Run 1, gate families picked out:
(2 px per um)
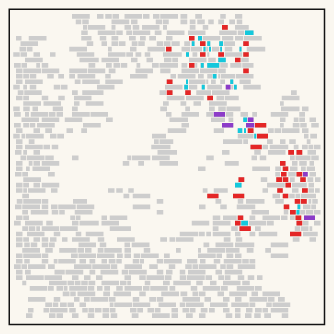
Run 1, port wiring:
(3 px per um)
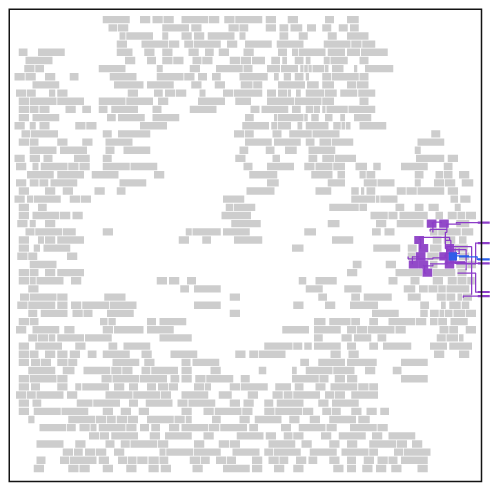
Run 1, signal metal coverage by tile:
(2 px per um) The die is cut into 31 by 31 equal tiles; white is low, dark blue is high, scaled to the fullest tile. Values are wire area over tile area, all layers added.
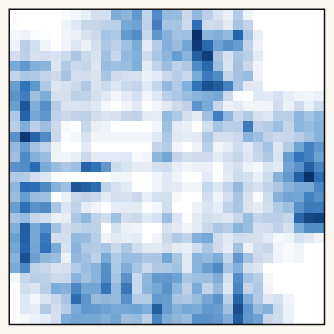
===== config.mk =====
export PLATFORM = sky130hd
export DESIGN_NAME = id_ex_stage
export DESIGN_NICKNAME = d
export VERILOG_FILES = /design/src/rtl/id_ex_stage.sv
export SDC_FILE = /design/constraint.sdc
export NUM_CORES = 1
export LEC_CHECK = 0
export CAP_MARGIN = 20
export CELL_PAD_IN_SITES_DETAIL_PLACEMENT = 0
export CELL_PAD_IN_SITES_GLOBAL_PLACEMENT = 2
export CORE_UTILIZATION = 22
export DETAILED_ROUTE_END_ITERATION = 12
export PLACE_DENSITY = 0.89
export SETUP_SLACK_MARGIN = 0.15
export SLEW_MARGIN = 10
export SYNTH_ARGS = -nofsm -noshare
export SYNTH_HDL_FRONTEND = slang
export SYNTH_SLANG_ARGS = --single-unit

===== constraint.sdc =====
create_clock -name clk -period 2.1 [get_ports clk]
set_input_delay 0.42 -clock clk [delete_from_list [all_inputs] [get_ports clk]]
set_output_delay 0.42 -clock clk [all_outputs]
set_load 0.03 [all_outputs]

===== src/rtl/id_ex_stage.sv =====
// id_ex_stage: ID/EX pipeline register with load-use stall, EX forwarding selects and stall counter.
// Optional macro WB_BYPASS_EN: capture MEM/WB write-back data in place of stale register-file reads.
module id_ex_stage #(
    parameter int DATA_W = 32,
    parameter int CTRL_W = 12,
    parameter int CNT_W  = 16
) (
    input  logic              clk,
    input  logic              rst_n,
    input  logic              id_valid_i,
    input  logic [4:0]        id_rs_i,
    input  logic [4:0]        id_rt_i,
    input  logic [4:0]        id_rd_i,
    input  logic [DATA_W-1:0] id_regdata1_i,
    input  logic [DATA_W-1:0] id_regdata2_i,
    input  logic [DATA_W-1:0] id_imm_i,
    input  logic [CTRL_W-1:0] id_ctrl_i,
    input  logic              id_mem_read_i,
    input  logic              id_reg_write_i,
    input  logic              flush_i,
    input  logic              ex_mem_reg_write_i,
    input  logic [4:0]        ex_mem_rd_i,
    input  logic              mem_wb_reg_write_i,
    input  logic [4:0]        mem_wb_rd_i,
    input  logic [DATA_W-1:0] mem_wb_wdata_i,
    output logic              stall_o,
    output logic              ex_valid_o,
    output logic [4:0]        ex_rs_o,
    output logic [4:0]        ex_rt_o,
    output logic [4:0]        ex_rd_o,
    output logic [DATA_W-1:0] ex_regdata1_o,
    output logic [DATA_W-1:0] ex_regdata2_o,
    output logic [DATA_W-1:0] ex_imm_o,
    output logic [CTRL_W-1:0] ex_ctrl_o,
    output logic              ex_mem_read_o,
    output logic              ex_reg_write_o,
    output logic [1:0]        forwardA_o,
    output logic [1:0]        forwardB_o,
    output logic [CNT_W-1:0]  stall_cnt_o
);
    logic              ex_valid_q, ex_valid_d;
    logic [4:0]        ex_rs_q, ex_rs_d, ex_rt_q, ex_rt_d, ex_rd_q, ex_rd_d;
    logic [DATA_W-1:0] ex_regdata1_q, ex_regdata1_d, ex_regdata2_q, ex_regdata2_d;
    logic [DATA_W-1:0] ex_imm_q, ex_imm_d;
    logic [CTRL_W-1:0] ex_ctrl_q, ex_ctrl_d;
    logic              ex_mem_read_q, ex_mem_read_d, ex_reg_write_q, ex_reg_write_d;
    logic [CNT_W-1:0]  stall_cnt_q, stall_cnt_d;
    logic              hazard, bubble;
    logic [DATA_W-1:0] rdata1, rdata2;

    assign hazard = ex_valid_q && ex_mem_read_q && ex_reg_write_q && ex_rd_q != 5'd0 &&
                    id_valid_i && (ex_rd_q == id_rs_i || ex_rd_q == id_rt_i);
    assign stall_o = hazard && !flush_i;
    assign bubble  = flush_i || hazard;

`ifdef WB_BYPASS_EN
    assign rdata1 = (mem_wb_reg_write_i && mem_wb_rd_i != 5'd0 && mem_wb_rd_i == id_rs_i) ?
                    mem_wb_wdata_i : id_regdata1_i;
    assign rdata2 = (mem_wb_reg_write_i && mem_wb_rd_i != 5'd0 && mem_wb_rd_i == id_rt_i) ?
                    mem_wb_wdata_i : id_regdata2_i;
`else
    logic unused_wdata;
    assign unused_wdata = ^mem_wb_wdata_i;
    assign rdata1 = id_regdata1_i;
    assign rdata2 = id_regdata2_i;
`endif

    // Bubble and flush both zero the whole slot; an invalid ID instruction never writes or loads.
    always_comb begin
        ex_valid_d     = 1'b0;
        ex_rs_d        = '0;
        ex_rt_d        = '0;
        ex_rd_d        = '0;
        ex_regdata1_d  = '0;
        ex_regdata2_d  = '0;
        ex_imm_d       = '0;
        ex_ctrl_d      = '0;
        ex_mem_read_d  = 1'b0;
        ex_reg_write_d = 1'b0;
        if (!bubble) begin
            ex_valid_d     = id_valid_i;
            ex_rs_d        = id_rs_i;
            ex_rt_d        = id_rt_i;
            ex_rd_d        = id_rd_i;
            ex_regdata1_d  = rdata1;
            ex_regdata2_d  = rdata2;
            ex_imm_d       = id_imm_i;
            ex_ctrl_d      = id_ctrl_i;
            ex_mem_read_d  = id_valid_i && id_mem_read_i;
            ex_reg_write_d = id_valid_i && id_reg_write_i;
        end
    end

    assign stall_cnt_d = (stall_o && !(&stall_cnt_q)) ? stall_cnt_q + 1'b1 : stall_cnt_q;

    always_ff @(posedge clk or negedge rst_n) begin
        if (!rst_n) begin
            ex_valid_q     <= 1'b0;
            ex_rs_q        <= '0;
            ex_rt_q        <= '0;
            ex_rd_q        <= '0;
            ex_regdata1_q  <= '0;
            ex_regdata2_q  <= '0;
            ex_imm_q       <= '0;
            ex_ctrl_q      <= '0;
            ex_mem_read_q  <= 1'b0;
            ex_reg_write_q <= 1'b0;
            stall_cnt_q    <= '0;
        end else begin
            ex_valid_q     <= ex_valid_d;
            ex_rs_q        <= ex_rs_d;
            ex_rt_q        <= ex_rt_d;
            ex_rd_q        <= ex_rd_d;
            ex_regdata1_q  <= ex_regdata1_d;
            ex_regdata2_q  <= ex_regdata2_d;
            ex_imm_q       <= ex_imm_d;
            ex_ctrl_q      <= ex_ctrl_d;
            ex_mem_read_q  <= ex_mem_read_d;
            ex_reg_write_q <= ex_reg_write_d;
            stall_cnt_q    <= stall_cnt_d;
        end
    end

    // EX/MEM is the younger producer, so it takes priority over MEM/WB.
    always_comb begin
        forwardA_o = !ex_valid_q ? 2'b00 :
                     (ex_mem_reg_write_i && ex_mem_rd_i != 5'd0 && ex_mem_rd_i == ex_rs_q) ? 2'b01 :
                     (mem_wb_reg_write_i && mem_wb_rd_i != 5'd0 && mem_wb_rd_i == ex_rs_q) ? 2'b10 : 2'b00;
        forwardB_o = !ex_valid_q ? 2'b00 :
                     (ex_mem_reg_write_i && ex_mem_rd_i != 5'd0 && ex_mem_rd_i == ex_rt_q) ? 2'b01 :
                     (mem_wb_reg_write_i && mem_wb_rd_i != 5'd0 && mem_wb_rd_i == ex_rt_q) ? 2'b10 : 2'b00;
    end

    assign ex_valid_o     = ex_valid_q;
    assign ex_rs_o        = ex_rs_q;
    assign ex_rt_o        = ex_rt_q;
    assign ex_rd_o        = ex_rd_q;
    assign ex_regdata1_o  = ex_regdata1_q;
    assign ex_regdata2_o  = ex_regdata2_q;
    assign ex_imm_o       = ex_imm_q;
    assign ex_ctrl_o      = ex_ctrl_q;
    assign ex_mem_read_o  = ex_mem_read_q;
    assign ex_reg_write_o = ex_reg_write_q;
    assign stall_cnt_o    = stall_cnt_q;
endmodule


==> flow_metrics.tcl, run 1 <==
# flow metrics
set metrics [dict create \
    drt_iter0_drc 162 \
    crit_chain "clkdlybuf4s50_1, o211ai_1, or4_4, nor4_4, buf_4" \
    clk_path_buf_depth 2 \
    syn_inst 398 \
    violations "negative setup slack" \
    fp_util_pct 22.5 \
    core_um2 23500 \
    synthTopLogicFamily "simple AND/OR/NAND/NOR gates" \
    wl_met2_um 9690 \
    seq_area_frac_synth_pct 67.3 \
    simple_gate_share_pct 21.2 \
    fin_util_pct 45.8 \
    cts.sinks 142 \
    timing.final.crit_period_ps 2400 \
    dpl_cell_area_um2 8750 \
    rsz0062_at_grt "yes" \
    r2r-end "ex_imm_o[8]$_DFF_PN0_" \
    fin_tns_setup_ps -1280 \
    setup_ws_ps -301 \
    drive_above_1_share_pct 35.1 \
    seqPwrFrac_pct 39.5 \
    cp.required_ps 1680 \
    warning_count 61 \
    end_kind "output port" \
    clk_pin_slew_worst_paths_ps 60 \
    top_cell_area_share_pct 67.3 \
    dp_hpwl_um 12000 \
    startpoint "mem_wb_reg_write_i" \
    mux_area_share_pct 0.213 \
    cp.arrival_ps 1980 \
    status "finished, violations left" \
    avgSynthCellArea_um2 13.3 \
    ys_area_um2 5280 \
    worstReg2RegStart "ex_rd_o[1]$_DFF_PN0_" \
    tightest_slew_ps 411 \
    final-setup-viol-count 30 \
    syn_area_um2 5280 \
    ir_drop_v 0.000460 \
    die_w_um 157 \
    topCellsByArea "dfrtp_1 (67%), and2_1 (15%), xor2_1 (4.8%)" \
    relSlewSlack_pct 72.6 \
    met2_usage_pct 24.2 \
    fin_nets 937 \
    wire_per_inst_um 16.8 \
    path_depth 5 \
    critPathMaxStageDelay_ps 570 \
    gp_congestion 0.729 \
    cts_tree "yes" \
    ys_cells 398 \
    synth-seq-cells 142 \
    nFillCells 2150 \
    grt_pass1_wl_um 25400 \
    reg2reg_slack_ps -20 \
    antenna_found_initial 4 \
    synth_top_cell_by_area "dfrtp_1" \
    antenna_left 0 \
    routed.top_layer "met5" \
    p_per_area_nw_per_um2 685 \
    hold_viol_final 0 \
    synth_warnings 0 \
    hp-class "input port to asynchronous set/reset pin" \
    edf_count 0 \
    drv_cap 0 \
    overflow 0 \
    placementRows 56 \
    flop_cell "dfrtp_1" \
    synthesis.nets 572 \
    fmax_mhz 416 \
    first_pass_iters 4 \
    design_area_um2 10800 \
    cp_num_buf_inv 2 \
    cts_made_buffers 17 \
    ys_sh_adder_pct 0.237 \
    final.setup_skew_ps 13.4 \
    power_frac_clock_pct 41.7 \
    r2r_cells 8 \
    route.vias.total 4293 \
    wirelength_met1_um 7130 \
    compound_area_share_pct 1.35 \
    critical_path_class "input port to output port" \
    cp-endpoint "forwardA_o[1]" \
    xor_area_share_pct 7.47 \
    clkLatencyLatePin_ps 410 \
    dieArea_um2 24600 \
    netSwitchingPower_mw 1.94 \
    grt_pass1_vias 4382 \
    period_used_pct 114 \
    drv_slew 0 \
    use_met1_pct 15.5 \
    htreeDepth 4 \
    cp_top_family "simple AND/OR/NAND/NOR gates" \
    power_mw 7.37 \
    placedCellCount 1016 \
    busiest_layer "met2" \
    met3_usage_pct 5.42 \
    p_leak_nw 5.05 \
    synth.most_common_cell "dfrtp_1" \
    power.internal_mw 5.43 \
    crit_slowest_cell "or4_4" \
    hold_ws_ps 488 \
    grt_max_degree 57 \
    final_cell_mix "clkdlybuf4s50_1 (242), dfrtp_1 (129), and2_4 (103)" \
    switching_share_pct 26.3 \
    comb_power_share_pct 18.9 \
    critPathMaxFanout 2 \
    synthTopCellsByCount "dfrtp_1 (142), and2_1 (127), xor2_1 (29)" \
    vias_per_cell 3.92 \
    ys_types 30 \
    route.met3.wl_um 1300 \
]
Back to the opening pictures, 'gate families picked out':
NAND gates: marked cyan, cells 27, most used nand3_1. XOR/XNOR gates: marked red, cells 45, most used xor2_1. inverting AOI/OAI gates: marked purple, cells 7.
multi-input combinational area share: 20.7%
most numerous logic cell after layout: clkdlybuf4s50_1
post-route insts no fill: 1,096

Back to the opening pictures, 'port wiring':
mem_wb_rd_i: marked purple, bits 5, direction input, end cells 12, wire 201 um. mem_wb_reg_write_i: marked blue, bits 1, direction input, end cells 1, wire 12.7 um.
Port Buffers: 287
I/O pins: 320

Back to the opening pictures, 'signal metal coverage by tile':
17% of the tiles are over half the peak. The mean over all tiles is 0.12. 15% of the tiles are nearly empty. The fullest tile reaches 0.43.
Overall Global Routing Usage: 13.9%
Total Wirelength: 18,400 um

run 1: what timing repair did:
action	in CTS	in global routing
gates cloned	3	18
hold buffers	1	0
endpoints found under the setup margin	163	149
pin swaps	61	83
resized	154	87
endpoints found under the hold margin	38	0
setup buffers	13	12
run 1: final cells by class:
class,instances,area (um2),share of cell area [%]
diodes,1,2.50,0.0233
clock buffers,17,425,3.95
clock inverters,15,173,1.60
inverters,1,3.75,0.0349
multi-input cells,241,2220,20.7
flip-flops and latches,142,3570,33.2
well taps,319,399,3.71
repair buffers,360,3960,36.8
run 1: power groups by stage:
stage	combinational [mW]	sequential, mW	clock (mW)
6_report	1.39	2.91	3.07
2_1_floorplan	0.183	3.21	0
3_5_place_dp	1.10	2.96	0
3_3_place_gp	1.10	2.96	0
5_1_grt	1.47	2.92	3.31
4_1_cts	1.24	2.91	3.19
Run 1, routing congestion map:
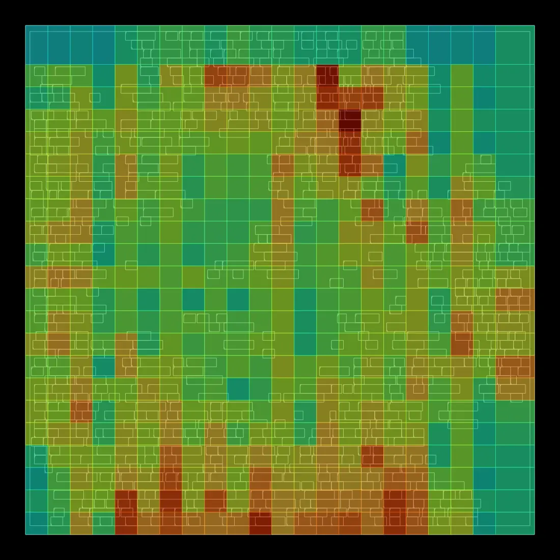

==> run 1 -> run 2 <==
Settings changed: PLACE_DENSITY 0.89 to default, PLACE_DENSITY_LB_ADDON from default to 0.1.
Run 2, routing congestion map:
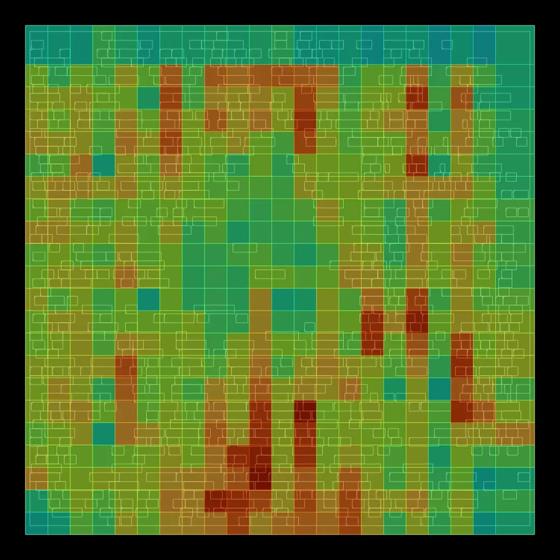
global routing usage on met1: 19.2%
gr busiest metal: met2

Run 2, clock wires, drivers and flops:
(3 px per um)
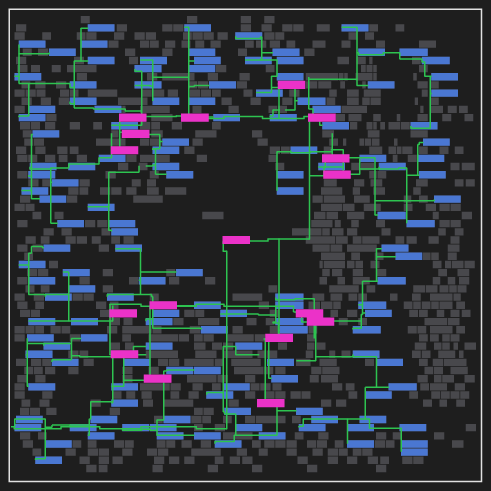
cells driving clock nets: marked magenta, count 17. flip-flops: marked blue, count 142. clock wires: marked green, length 2,060 um.
Position of the flops: widely spread. There are 18 routed clock nets.
Clock power frac: 42.0%
P_clk: 3.20 mW
worst clock skew: 14.4 ps

Run 2, gate families picked out:
(2 px per um)
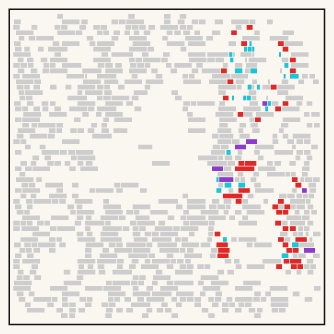
XOR/XNOR gates: marked red, cells 45, most used xor2_1, where a column on the right. inverting AOI/OAI gates: marked purple, cells 7, where east. NAND gates: marked cyan, cells 27, most used nand3_1.
multi-input combinational area share: 20.9%
post-route insts no fill: 1,105

==> flow_metrics.tcl, run 2 <==
# flow metrics
set metrics [dict create \
    fin_nets 947 \
    edf_count 0 \
    cp.arrival_ps 1910 \
    violations "negative setup slack" \
    route.met3.wl_um 1720 \
    layout.cells.most_common "clkdlybuf4s50_1" \
    syn2layout_area_growth_pct 109 \
    netSwitchingPower_mw 1.97 \
    topCellsByArea "dfrtp_1 (67%), and2_1 (15%), xor2_1 (4.8%)" \
    taps 319 \
    hold_end "ex_rt_o[0]$_DFF_PN0_" \
    ir_drop_v 0.000465 \
    placedCellCount 1019 \
    grt_max_degree 53 \
    clk_pin_slew_worst_paths_ps 60 \
    grt_pass1_vias 4994 \
    placementRows 56 \
    switching_share_pct 25.9 \
    critical_path_class "flop to output port" \
    seq_area_frac_synth_pct 67.3 \
    htreeDepth 4 \
    rsz0062_at_grt "yes" \
    p_leak_nw 5.13 \
    cp.required_ps 1680 \
    hp-class "input port to flop" \
    seq_cells 142 \
    startpoint "ex_rs_o[2]$_DFF_PN0_" \
    tightest_slew_ps 417 \
    relSlewSlack_pct 72.2 \
    combGateArea_um2 2300 \
    timing.final.crit_period_ps 2330 \
    powerComb_mw 1.51 \
    synth_warnings 0 \
    drt_iter0_drc 117 \
    synth_top_cell_by_area "dfrtp_1" \
    clkLatencyLatePin_ps 420 \
    die_y_um 157 \
    final-setup-viol-count 128 \
    non_clock_inverter_count 1 \
    wire_per_inst_um 18.2 \
    routed.top_layer "met5" \
    clock_buffers 19 \
    period_used_pct 111 \
    wl_met2_um 10300 \
    drv_slew 0 \
    dpl_cell_area_um2 8770 \
    flop_cell "dfrtp_1" \
    design_area_um2 11000 \
    drv_cap 0 \
    vias_per_cell 3.97 \
    core_um2 23500 \
    antenna_found_initial 1 \
    seq_share_pct 32.4 \
    warning_count 61 \
    p_per_area_nw_per_um2 692 \
    fmax_mhz 430 \
    n_antenna_cell 0 \
    wirelength_met1_um 7800 \
    dp_hpwl_um 12500 \
    min_path_cells 2 \
    comb_power_share_pct 19.8 \
    grt_usage_pct 16.9 \
    ys_types 30 \
    power_mw 7.61 \
    fin_util_pct 46.9 \
    status "finished, violations left" \
    synth-seq-cells 142 \
    comb_cells 241 \
    gp_congestion 0.763 \
    dieArea_um2 24600 \
    nFillCells 2133 \
    antenna_left 0 \
    overflow 0 \
    area_share_nonclk_buffers_pct 37.4 \
    die_w_um 157 \
    met2_usage_pct 29.0 \
    first_pass_iters 4 \
    async_reset_ff_share_pct 100 \
    end_kind "output port" \
    power.internal_mw 5.64 \
    grt_pass1_wl_um 29900 \
    final_cell_mix "clkdlybuf4s50_1 (236), dfrtp_1 (128), and2_4 (125)" \
    synthTopCellsByCount "dfrtp_1 (142), and2_1 (127), xor2_1 (29)" \
    drive_above_1_share_pct 39.4 \
    synth.most_common_cell "dfrtp_1" \
    ys_cells 398 \
    syn_inst 398 \
    cts.sinks 142 \
    ys_area_um2 5280 \
    io_pins 320 \
    signal_buffers 370 \
    largest_cell_class "buffers" \
    maxPowerGroup "the clock network" \
    portBuffers 287 \
    top_cell_area_share_pct 67.3 \
    clk_share_pct 5.65 \
    drt_wl_total_um 20100 \
    met3_usage_pct 6.94 \
    hold_ws_ps 447 \
    avgSynthCellArea_um2 13.3 \
    setup_ws_ps -227 \
    clk_path_buf_depth 2 \
    cp-endpoint "forwardA_o[1]" \
    r2r_cells 14 \
    hold_viol_final 0 \
    min-delay-start "id_rt_i[0]" \
    seq_power_mw 2.91 \
    fp_util_pct 22.5 \
    syn_area_um2 5280 \
    r2r-end "ex_rd_o[2]$_DFF_PN0_" \
    cts_made_buffers 17 \
    critPathMaxFanout 3 \
    route.vias.total 4392 \
    cts_tree "yes" \
    seqPwrFrac_pct 38.2 \
    layout.area.seq_um2 3570 \
    reg2reg_slack_ps -210 \
    synthesis.nets 572 \
    worstReg2RegStart "ex_rd_o[4]$_DFF_PN0_" \
    fin_tns_setup_ps -13220 \
]
-- run 2: cell counts after synthesis --
No cell type changed its count.
-- run 2: cells by family (layout without fill, tap and decap cells) --
logic type | after synthesis | in the layout | share of synthesized area (%)
simple gates | 185 | 185 | 21.2
flops | 142 | 142 | 67.3
xor+xnor | 45 | 45 | 7.47
buf+inv | 15 | 403 | 2.20
compound gates | 9 | 9 | 1.35
fa+ha+maj | 1 | 1 | 0.237
mux | 1 | 1 | 0.213
-- run 2: critical path: stages (launching register included) --
cell	delay (ps)
dfrtp_1	430
xor2_1	160
or4_4	560
nor4_4	150
buf_4	200
-- run 2: what timing repair did --
item,4_1_cts,5_1_grt
endpoints found under the hold margin,37,0
resized,238,47
cloned,20,1
hold buffers,1,0
pin swaps,90,67
endpoints found under the setup margin,166,152
setup buffers,28,4
Power and IR drop assume default switching activity.
